**Run 1: routed metal, one colour a layer**

Drawn at 6 px/um.
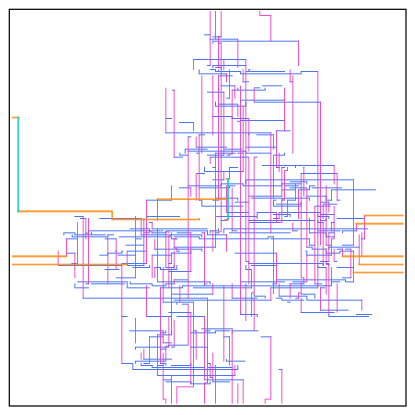
**Run 1: routing congestion map**

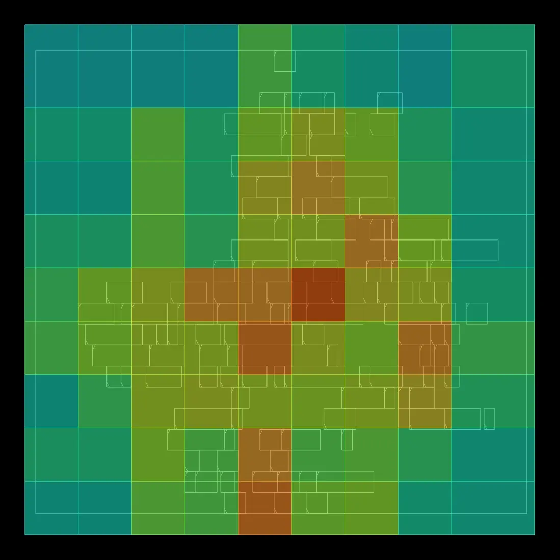
**Run 1: wires at chosen ports, followed through buffers**

Drawn at 6 px/um.
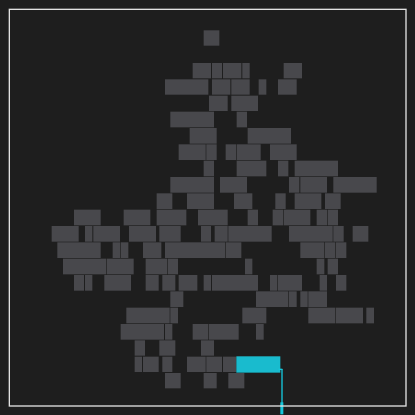
**Run 1: sequential cells coloured by netlist name**

Drawn at 4 px/um. Other sequential cells in the stronger grey, the rest of the logic in the fainter grey.
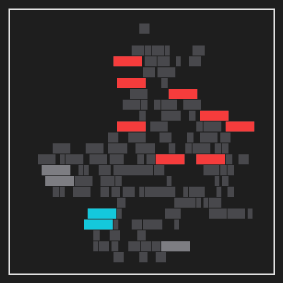
`config.mk`:
```
export PLATFORM = sky130hd
export DESIGN_NAME = johnson_phase_sequencer
export DESIGN_NICKNAME = d
export VERILOG_FILES = /design/src/rtl/johnson_pkg.sv /design/src/rtl/johnson_core.sv /design/src/rtl/johnson_phase_sequencer.sv
export SDC_FILE = /design/constraint.sdc
export NUM_CORES = 1
export LEC_CHECK = 0
export CORE_UTILIZATION = 25
export CTS_BUF_LIST = sky130_fd_sc_hd__clkbuf_4 sky130_fd_sc_hd__clkbuf_8 sky130_fd_sc_hd__clkbuf_16
export CTS_CLUSTER_SIZE = 16
export DETAILED_ROUTE_END_ITERATION = 7
export DONT_BUFFER_PORTS = 1
export HOLD_SLACK_MARGIN = 0.12
export PLACE_DENSITY = 0.47
export SLEW_MARGIN = 20
export SYNTH_ARGS = -nofsm -noshare
export SYNTH_HDL_FRONTEND = slang
export SYNTH_SLANG_ARGS = --single-unit
export TNS_END_PERCENT = 30
```
`constraint.sdc`:
```
create_clock -name CLK -period 3.8 [get_ports CLK]
set_input_delay 0.76 -clock CLK [delete_from_list [all_inputs] [get_ports CLK]]
set_output_delay 0.76 -clock CLK [all_outputs]
set_load 0.1 [all_outputs]
```
`src/rtl/johnson_pkg.sv`:
```
`default_nettype none
// +----------------------------------------------------------------------+
// | Module   : johnson_pkg                                               |
// | Purpose  : Shared state codes and Johnson-ring helper functions.      |
// | Revision : 1.0  initial release                                      |
// +----------------------------------------------------------------------+
package johnson_pkg;

   // Helpers work on a zero-extended vector of this width; callers cast
   // their ring into and out of it.
   localparam int MAX_W = 32;

   localparam logic [1:0] ST_IDLE = 2'd0;
   localparam logic [1:0] ST_RUN  = 2'd1;
   localparam logic [1:0] ST_HOLD = 2'd2;
   localparam logic [1:0] ST_DONE = 2'd3;

   typedef logic [1:0] state_t;

   // One twisted-ring step over the low w bits: shift up, feed back ~msb.
   function automatic logic [MAX_W-1:0] johnson_next(input logic [MAX_W-1:0] o,
                                                     input int w);
      logic [MAX_W-1:0] r;
      r = '0;
      for (int i = 1; i < MAX_W; i++) begin
         if (i < w) r[i] = o[i-1];
      end
      r[0] = ~o[w-1];
      return r;
   endfunction

   // One-hot phase: bit k set when o equals the code reached after k steps
   // from all-zero. All-zero result for any code outside the ring.
   function automatic logic [2*MAX_W-1:0] johnson_decode(input logic [MAX_W-1:0] o,
                                                         input int w);
      logic [2*MAX_W-1:0] p;
      logic [MAX_W-1:0]   code;
      p    = '0;
      code = '0;
      for (int k = 0; k < 2*MAX_W; k++) begin
         if (k < 2*w) begin
            if (o == code) p[k] = 1'b1;
            code = johnson_next(code, w);
         end
      end
      return p;
   endfunction

   function automatic logic johnson_legal(input logic [MAX_W-1:0] o, input int w);
      return |johnson_decode(o, w);
   endfunction

endpackage
`default_nettype wire

```
`src/rtl/johnson_core.sv`:
```
`default_nettype none
// +----------------------------------------------------------------------+
// | Module   : johnson_core                                              |
// | Purpose  : WIDTH-bit Johnson ring with step enable, synchronous clear |
// |            and self-correction of illegal codes.                     |
// | Revision : 1.0  initial release                                      |
// +----------------------------------------------------------------------+
module johnson_core
   import johnson_pkg::*;
#(
   parameter int WIDTH = 2
) (
   input  logic             clk,
   input  logic             rst,
   input  logic             i_en,
   input  logic             i_clr,
   output logic [WIDTH-1:0] o_ring,
   output logic             o_wrap_now
);

   localparam int EXT_W = MAX_W;

   logic [WIDTH-1:0] ring_q;
   logic [WIDTH-1:0] ring_d;
   logic [WIDTH-1:0] w_step;
   logic             w_legal;

   // Candidate next code and legality of the present code.
   always_comb begin
      w_step  = WIDTH'(johnson_next(EXT_W'(ring_q), WIDTH));
      w_legal = johnson_legal(EXT_W'(ring_q), WIDTH);
   end

   // Clear and illegal-code recovery take precedence over stepping.
   always_comb begin
      ring_d = ring_q;
      if (i_clr || !w_legal) begin
         ring_d = '0;
      end else if (i_en) begin
         ring_d = w_step;
      end
   end

   // Ring register.
   always_ff @(posedge clk) begin
      if (rst) ring_q <= '0;
      else     ring_q <= ring_d;
   end

   assign o_ring     = ring_q;
   // A step taken now would land the ring back on all-zero.
   assign o_wrap_now = w_legal && (w_step == '0);

endmodule
`default_nettype wire

```
`src/rtl/johnson_phase_sequencer.sv`:
```
`default_nettype none
// +----------------------------------------------------------------------+
// | Module   : johnson_phase_sequencer                                   |
// | Purpose  : Runs a Johnson ring for a programmed number of             |
// |            revolutions with start/busy/done, hold and stop.          |
// | Revision : 1.0  initial release                                      |
// +----------------------------------------------------------------------+
module johnson_phase_sequencer
   import johnson_pkg::*;
#(
   parameter int WIDTH = 2,
   parameter int CNT_W = 8
) (
   input  logic               CLK,
   input  logic               RESET,
   input  logic               start,
   input  logic [CNT_W-1:0]   cycles,
   input  logic               hold,
   input  logic               stop,
   output logic [WIDTH-1:0]   O,
   output logic [2*WIDTH-1:0] phase,
   output logic               wrap,
   output logic               busy,
   output logic               done
);

   localparam int EXT_W = MAX_W;

   state_t           state_q,     state_d;
   logic [CNT_W-1:0] remaining_q, remaining_d;
   logic             wrap_q,      wrap_d;
   logic             core_en;
   logic             core_clr;
   logic             wrap_now;
   logic [WIDTH-1:0] ring;

   johnson_core #(
      .WIDTH (WIDTH)
   ) u_core (
      .clk        (CLK),
      .rst        (RESET),
      .i_en       (core_en),
      .i_clr      (core_clr),
      .o_ring     (ring),
      .o_wrap_now (wrap_now)
   );

   // Sequencer: stop beats hold beats stepping; ring is held clear outside RUN/HOLD.
   always_comb begin
      state_d     = state_q;
      remaining_d = remaining_q;
      wrap_d      = 1'b0;
      core_en     = 1'b0;
      core_clr    = 1'b0;
      case (state_q)
         ST_IDLE: begin
            core_clr = 1'b1;
            if (start) begin
               if (cycles == '0) begin
                  state_d = ST_DONE;
               end else begin
                  state_d     = ST_RUN;
                  remaining_d = cycles;
               end
            end
         end
         ST_RUN: begin
            if (stop) begin
               state_d     = ST_IDLE;
               core_clr    = 1'b1;
               remaining_d = '0;
            end else if (hold) begin
               state_d = ST_HOLD;
            end else begin
               core_en = 1'b1;
               if (wrap_now) begin
                  wrap_d = 1'b1;
                  if (remaining_q != '0) remaining_d = remaining_q - CNT_W'(1);
                  if (remaining_q <= CNT_W'(1)) state_d = ST_DONE;
               end
            end
         end
         ST_HOLD: begin
            if (stop) begin
               state_d     = ST_IDLE;
               core_clr    = 1'b1;
               remaining_d = '0;
            end else if (!hold) begin
               state_d = ST_RUN;
            end
         end
         ST_DONE: begin
            core_clr = 1'b1;
            state_d  = ST_IDLE;
         end
         default: begin
            core_clr = 1'b1;
            state_d  = ST_IDLE;
         end
      endcase
   end

   // State, revolution counter and wrap flag.
   always_ff @(posedge CLK) begin
      if (RESET) begin
         state_q     <= ST_IDLE;
         remaining_q <= '0;
         wrap_q      <= 1'b0;
      end else begin
         state_q     <= state_d;
         remaining_q <= remaining_d;
         wrap_q      <= wrap_d;
      end
   end

   assign O     = ring;
   assign phase = (2*WIDTH)'(johnson_decode(EXT_W'(ring), WIDTH));
   assign wrap  = wrap_q;
   assign busy  = (state_q == ST_RUN) || (state_q == ST_HOLD);
   assign done  = (state_q == ST_DONE);

endmodule
`default_nettype wire

```
==> flow_summary.ini, run 1 <==
; generated from flow reports
[sta]
fin_ws_ns = 1.43
fin_crit_sh = 0.624
finalHoldViolations = 0
setup_viol = 0
slew_viol_final = 0
fin_skew_ns = 0.00403
fmax_mhz = 422
worst-slew-pin-transition_ns = 0.971
fin_setup_tns_ns = 0
grt_setup_unrepaired = no
slew_headroom = 0.354
min_period_ns = 2.37
whs_ns = 0.557

[placement]
dp_slack_ns = 1.62
placed_area_mm2 = 0.00109
post-place-cells = 158
post-dp-hpwl_mm = 1.89
gp_congestion = 0.758

[hold_path]
hold_depth = 2
whs_endpoint = state_q[0]
hold_start = state_q[0]
hold_path.class = reg2reg

[floorplanning]
chip_area_mm2 = 0.00434
coreArea_mm2 = 0.00380
fp_util = 0.268
die_h_um = 65.9
rows = 22
die_w_um = 65.9

[yosys]
synth-seq-cells = 13
async_reset_ff_frac = 0
ys_area_mm2 = 0.00102
synthTopCellsByArea = dfxtp_1, a211oi_2, ha_1
yosysSeqAreaShare = 0.255
flop_cell = dfxtp_1
synth.distinct_cells = 37
syn_area_per_cell_um2 = 9.44
synthCells = 108
top_cell = a21oi_1
syn_nets = 129
synth_top_cell_by_area = dfxtp_1
edf_count = 0
top_cell_area_share = 0.255
yosys_cells = 108
synth_area_mm2 = 0.00102
synth_warnings = 0
synthTopCellsByCount = a21oi_1, dfxtp_1, nor2_1

[routing]
dr.pass1.iters = 4
wirelength_mm = 2.39
vias = 807
routed_via_density = 4.98
drt_iter0_markers = 28
wl_met1_mm = 1.11
route.detailed.drc = 0
wl_met2_mm = 1.15
top_layer_used = met4
wl_met3_um = 112
ant_nets = 0

[global_route]
grt_util_met2 = 0.205
grt_antenna_before_repair = 0
grt_max_degree = 13
grt_pass1_vias = 811
grt.total_usage = 0.123
grt_pass1_wl_mm = 4.00
grt_remaining_overflow = 0

[power_and_ir_drop]
swShare = 0.443
power.total_mw = 0.780
pg_comb_mw = 0.430
power.density_mw_per_mm2 = 685
pwr-share-comb = 0.551
p_sw_mw = 0.346
power_leader = combinational logic
clockPowerShare = 0.169
p_leak_nw = 0.402
worst_ir_drop_vdd_mv = 0.220
p_clk_mw = 0.132
p_int_mw = 0.434
power.share.sequential = 0.279

[cts]
cts_tree = yes
cts_setup_buffers = 0
clk_transition_reported_paths_ns = 0.06
clock-sinks = 13
ctsRootBufferMaster = clkbuf_8
clockBufferDepth = 2
cts-resized-gates = 0
htreeDepth = 1
cts_made_buffers = 3
clkLatencyLatePin_ns = 0.24
ctsHoldBuffers = 0

[worst_setup_path]
cp.required_ns = 3.04
critPathMaxFanout = 7
endpoint = phase[3]
worstSetupStartpoint = u_core.o_ring[0]
max_stage_delay_ns = 0.62
arrival_ns = 1.61
r2r_end = u_core.o_ring[0]
worst-r2r-cell-count = 6
cp_slowest_cell = inv_1
reg2reg_slack_ns = 1.68
worstPathCellList = buf_4 -> nand2b_4 -> inv_1
timing.rr.start = state_q[0]
start_kind = flop
critical_path_class = reg2out
end_kind = primary output

[run_status]
status = finished clean

[layout]
num_antenna_cells = 0
stdcell_area_mm2 = 0.00114
drive_gt1_frac = 0.316
final_cells = 162
lay_top_count = a21oi_1
lay_top_cells = a21oi_1, dfxtp_1, nor2_1
area_delta_synth_final_pct = 11.7
fill_cells = 417
final_nets = 136

[job]
cap_violations = 0
tool_warnings = 32
-- 'routed metal, one colour a layer' (at the start) --
[blue] metal 1 | wire length: 1110 um
[orange] metal 3 | wire length: 112 um
[cyan] metal 4 | wire length: 22.4 um
[magenta] metal 2 | wire length: 1150 um

-- 'routing congestion map' (at the start) --
final core utilization: 0.300
met1 usage: 0.156
DR WL/cell: 14.8 um
global-route track usage on met3: 0.0362
layer with the highest usage: met2

-- 'wires at chosen ports, followed through buffers' (at the start) --
[cyan] `wrap` | bits: 1 | direction: output | edge: bottom | end cells: 1 | buffers: 0 | wire: 6.10 um
IO Pins: 22
I/O Buffers: 0

-- 'sequential cells coloured by netlist name' (at the start) --
[cyan] `u_core.o_ring` | flops: 2
[red] `remaining_q` | flops: 8
not coloured: 3
sequential logic power: 0.218 mW
Register Area: 260 um^2
sequential share of cell area: 0.229

-- run 1: kinds of logic after synthesis --
kind of cell,synth area share
compound gates,0.307
xor+xnor,0.0429
simple gates,0.236
buf+inv,0.0613
fa+ha+maj,0.0982
flops,0.255
-- run 1: worst max-delay path, delay by kind of cell, from the launching register on --
kind / cells / cell delay, ns
simple gates: 1 / 0.21
buf+inv: 2 / 0.86
flops: 1 / 0.30
-- run 1: area by class of cell --
cell class              count  area [um^2]  share of cell area
clock buffers               4         48.8              0.0429
repair buffers              6         45.0              0.0396
well taps                  48         60.1              0.0527
flip-flops and latches     13          260               0.229
inverters                   6         22.5              0.0198
multi-input cells          85          702               0.616
-- run 1: registers in the layout, indices dropped and copies added, names as in the netlist --
signal         count
u_core.o_ring      2
wrap               1
state_q            2
remaining_q        8
**Run 1: I/O pins on the die edge**

Drawn at 4 px/um. Pins as bars across the die edge, other pins in grey.
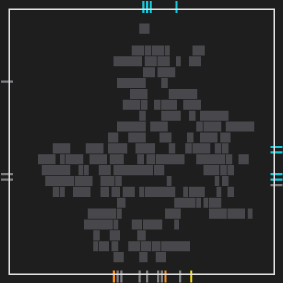

==> run 2, diff against run 1 <==
- PLACE_DENSITY: 0.47 -> 0.49
- clock period: 3.8 -> 1.95 ns (I/O delays scaled with it)
**Run 2: I/O pins on the die edge**

Drawn at 4 px/um. Pins as bars across the die edge, other pins in grey.
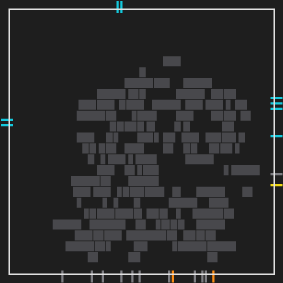
[yellow] `wrap` | pins: 1 | direction: output | edge: right
[cyan] `cycles` | pins: 8 | direction: input | edge: 4 right, 2 left, 2 top
[orange] `O` | pins: 2 | direction: output | edge: bottom
Die Y-Extent: 65.9 um
Die W: 65.9 um

==> flow_summary.ini, run 2 <==
; generated from flow reports
[run_status]
status = finished clean

[yosys]
synthTopCellsByCount = a21oi_1, dfxtp_1, nor2_1
ys_top_logic_family = AND-OR/OR-AND gates
synth-seq-cells = 13
synthCells = 108
aoi_share = 0.307
synth.distinct_cells = 37
edf_count = 0
mux_area_frac = 0
yosysSeqAreaShare = 0.255
synth_top_cell_by_area = dfxtp_1
syn_area_per_cell_um2 = 9.44
syn_nets = 129
top_cell_area_share = 0.255
synth_area_mm2 = 0.00102
ys_sh_xor = 0.0429
yosys_cells = 108
ys_sh_simple = 0.236
ys_area_mm2 = 0.00102

[layout]
largest_cell_class = multi-input combinational cells
comb_area_um2 = 721
final_nets = 145
buffers_excl_clock = 15
drive_gt1_frac = 0.398
lay_top_count = a21oi_1
bufAreaShareNonClock = 0.127
stdcell_area_mm2 = 0.00128
largest_reg_flops = 8
fill_cells = 390
clkbuf_count = 4
area_delta_synth_final_pct = 25.2
lay_top_cells = a21oi_1, dfxtp_1, buf_4
seq_share = 0.205
fin_util = 0.336
n_all_inverters = 6
num_antenna_cells = 0
final_cells = 171

[sta]
fin_crit_sh = 0.924
fin_ws_ns = 0.148
slew_viol_final = 0
min_period_ns = 1.80
whs_ns = 0.204
fmax_mhz = 555
slew_headroom = 0.782

[power_and_ir_drop]
p_leak_nw = 0.467
power.total_mw = 1.60
power_leader = combinational logic
clockPowerShare = 0.163
seq-power_mw = 0.399
pg_comb_mw = 0.937
pwr-share-comb = 0.587
p_sw_mw = 0.687
p_int_mw = 0.910
power.density_mw_per_mm2 = 1250
worst_ir_drop_vdd_mv = 0.371
power.share.sequential = 0.250
p_clk_mw = 0.261

[global_route]
grt_pass1_vias = 804
grt_antenna_before_repair = 0
use_met3 = 0.0276
grt_max_degree = 13
grt_pass1_wl_mm = 3.84
grt_util_met2 = 0.185
grt.total_usage = 0.117

[worst_setup_path]
cp_num_buf_inv = 2
cp_slowest_cell = dfxtp_1
critical_path.top_delay_family = AND-OR/OR-AND gates
start_kind = flop
cp.required_ns = 2.11
critPathMaxFanout = 8
arrival_ns = 1.97
worstPathCellList = inv_1 -> ha_1 -> or3b_4 -> nor2_4 -> o31ai_4 -> buf_4 -> a21oi_1 -> a211oi_2

[cts]
clkLatencyLatePin_ns = 0.25
cts_made_buffers = 3
cts_tree = yes
ctsRootBufferMaster = clkbuf_8
clockBufferDepth = 2

[routing]
top_layer_used = met4
wl_met1_mm = 1.08
route.detailed.drc = 0
routedWlPerCell_um = 13.8
vias = 857
ant_nets = 0
dr.pass1.iters = 6
wl_met2_mm = 1.13

[floorplanning]
taps = 48
coreArea_mm2 = 0.00380

[placement]
dp_slack_ns = 0.0684
post-dp-hpwl_mm = 1.88
placed_area_mm2 = 0.00121
gp_congestion = 0.787
numPortBuffers = 0

[job]
cap_violations = 0
**Run 2: sequential cells coloured by netlist name**

Drawn at 4 px/um. Other sequential cells in the stronger grey, the rest of the logic in the fainter grey.
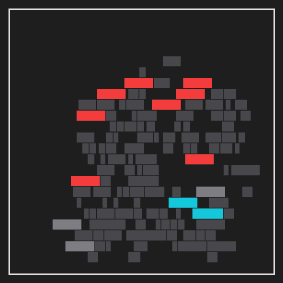
[red] `remaining_q` | flops: 8
[cyan] `u_core.o_ring` | flops: 2
not coloured: 3

==> run 2: final timing paths <==
| kind | to | slack (ns) | depth (start not counted) |
|---|---|---|---|
| max | remaining_q[7] | 0.15 | 8 |
| min | state_q[1] | 0.20 | 1 |
| max reg2reg | remaining_q[7] | 0.15 | 8 |
| min reg2reg | wrap | 0.53 | 2 |
==> run 2: timing repair <==
action,in CTS,in global routing
endpoints found under the setup margin,0,8
resized,0,1
setup buffers,0,2
==> run 2: cell families after synthesis <==
| group | count (synthesis) |
|---|---|
| buffers and inverters | 10 |
| XOR/XNOR | 5 |
| AND/OR/NAND/NOR | 35 |
| AND-OR/OR-AND | 37 |
| adder cells (fa/ha/maj) | 8 |
| flip-flops | 13 |
==> run 3, diff against run 2 <==
- HOLD_SLACK_MARGIN: 0.12 -> default
**Run 3: routing congestion map**

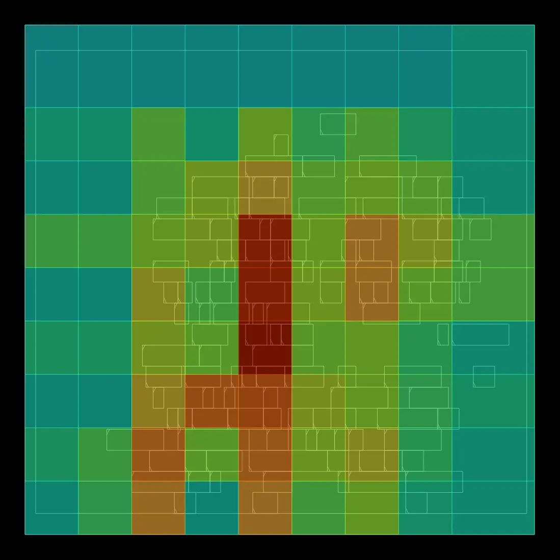
final core utilization: 0.336
global-route track usage on met3: 0.0276
met1 usage: 0.150
DR WL/cell: 13.8 um

**Run 3: sequential cells coloured by netlist name**

Drawn at 4 px/um. Other sequential cells in the stronger grey, the rest of the logic in the fainter grey.
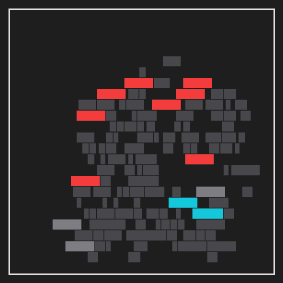
Register Area: 262 um^2
sequential logic power: 0.399 mW
sequential share of cell area: 0.205

==> flow_summary.ini, run 3 <==
; generated from flow reports
[run_status]
status = finished clean

[sta]
worst-slew-pin-transition_ns = 0.327
fin_setup_tns_ns = 0
setup_viol = 0
whs_ns = 0.204
slew_headroom = 0.782
fin_crit_sh = 0.924
slew_viol_final = 0
min_period_ns = 1.80

[yosys]
yosys_cells = 108
edf_count = 0
synthCells = 108
synth_warnings = 0
syn_area_per_cell_um2 = 9.44
ys_area_mm2 = 0.00102
synthTopCellsByCount = a21oi_1, dfxtp_1, nor2_1
flop_cell = dfxtp_1
synth-seq-cells = 13

[power_and_ir_drop]
power.density_mw_per_mm2 = 1250
pwr-share-comb = 0.587
power_leader = combinational logic
power.share.sequential = 0.250

[floorplanning]
rows = 22
die_w_um = 65.9
coreArea_mm2 = 0.00380
chip_area_mm2 = 0.00434
io_pins = 22

[routing]
wl_met2_mm = 1.13
dr.pass1.iters = 6
routed_via_density = 5.01
vias = 857
top_layer_used = met4
drt_iter0_markers = 20

[global_route]
top_usage_layer = met2
grt_pass1_wl_mm = 3.84
grt_antenna_before_repair = 0
grt_util_met2 = 0.185
grt.total_usage = 0.117
grt_max_degree = 13
grt_remaining_overflow = 0

[layout]
final_cells = 171
fill_cells = 390
final_nets = 145
stdcell_area_mm2 = 0.00128
num_antenna_cells = 0
logic_gates = 85
comb_area_share = 0.565
clkCellAreaFrac = 0.0382
largest_cell_class = multi-input combinational cells
area_delta_synth_final_pct = 25.2
bufAreaShareNonClock = 0.127

[placement]
post-dp-hpwl_mm = 1.88
post-place-cells = 165
gp_congestion = 0.787
numPortBuffers = 0

[worst_setup_path]
max_stage_delay_ns = 0.38
cp_num_buf_inv = 2
endpoint = remaining_q[7]
cp.required_ns = 2.11
critical_path_class = reg2reg
end_kind = flop
critPathMaxFanout = 8
worstPathCellList = inv_1 -> ha_1 -> or3b_4 -> nor2_4 -> o31ai_4 -> buf_4 -> a21oi_1 -> a211oi_2

[cts]
ctsHoldBuffers = 0
cts-resized-gates = 0
clockBufferDepth = 2
htreeDepth = 1
ctsRootBufferMaster = clkbuf_8

[hold_path]
hold_depth = 1
whs_endpoint = state_q[1]

[job]
cap_violations = 0
run 3: cell counts in the layout (fill, tap and decap cells not counted):
Identical to the previous run, type by type.
run 3: cells by family after synthesis:
kind of cell,after synthesis,share of synthesized area
compound gates,37,0.307
xor+xnor,5,0.0429
simple gates,35,0.236
flops,13,0.255
fa+ha+maj,8,0.0982
buf+inv,10,0.0613
run 3: worst reg2reg max path, cell delays in order (launching register included):
cell      delay [ns]
dfxtp_1         0.38
inv_1           0.08
ha_1            0.22
or3b_4          0.29
nor2_4          0.04
o31ai_4         0.24
buf_4           0.19
a21oi_1         0.09
a211oi_2        0.20
Power and IR drop assume default switching activity.
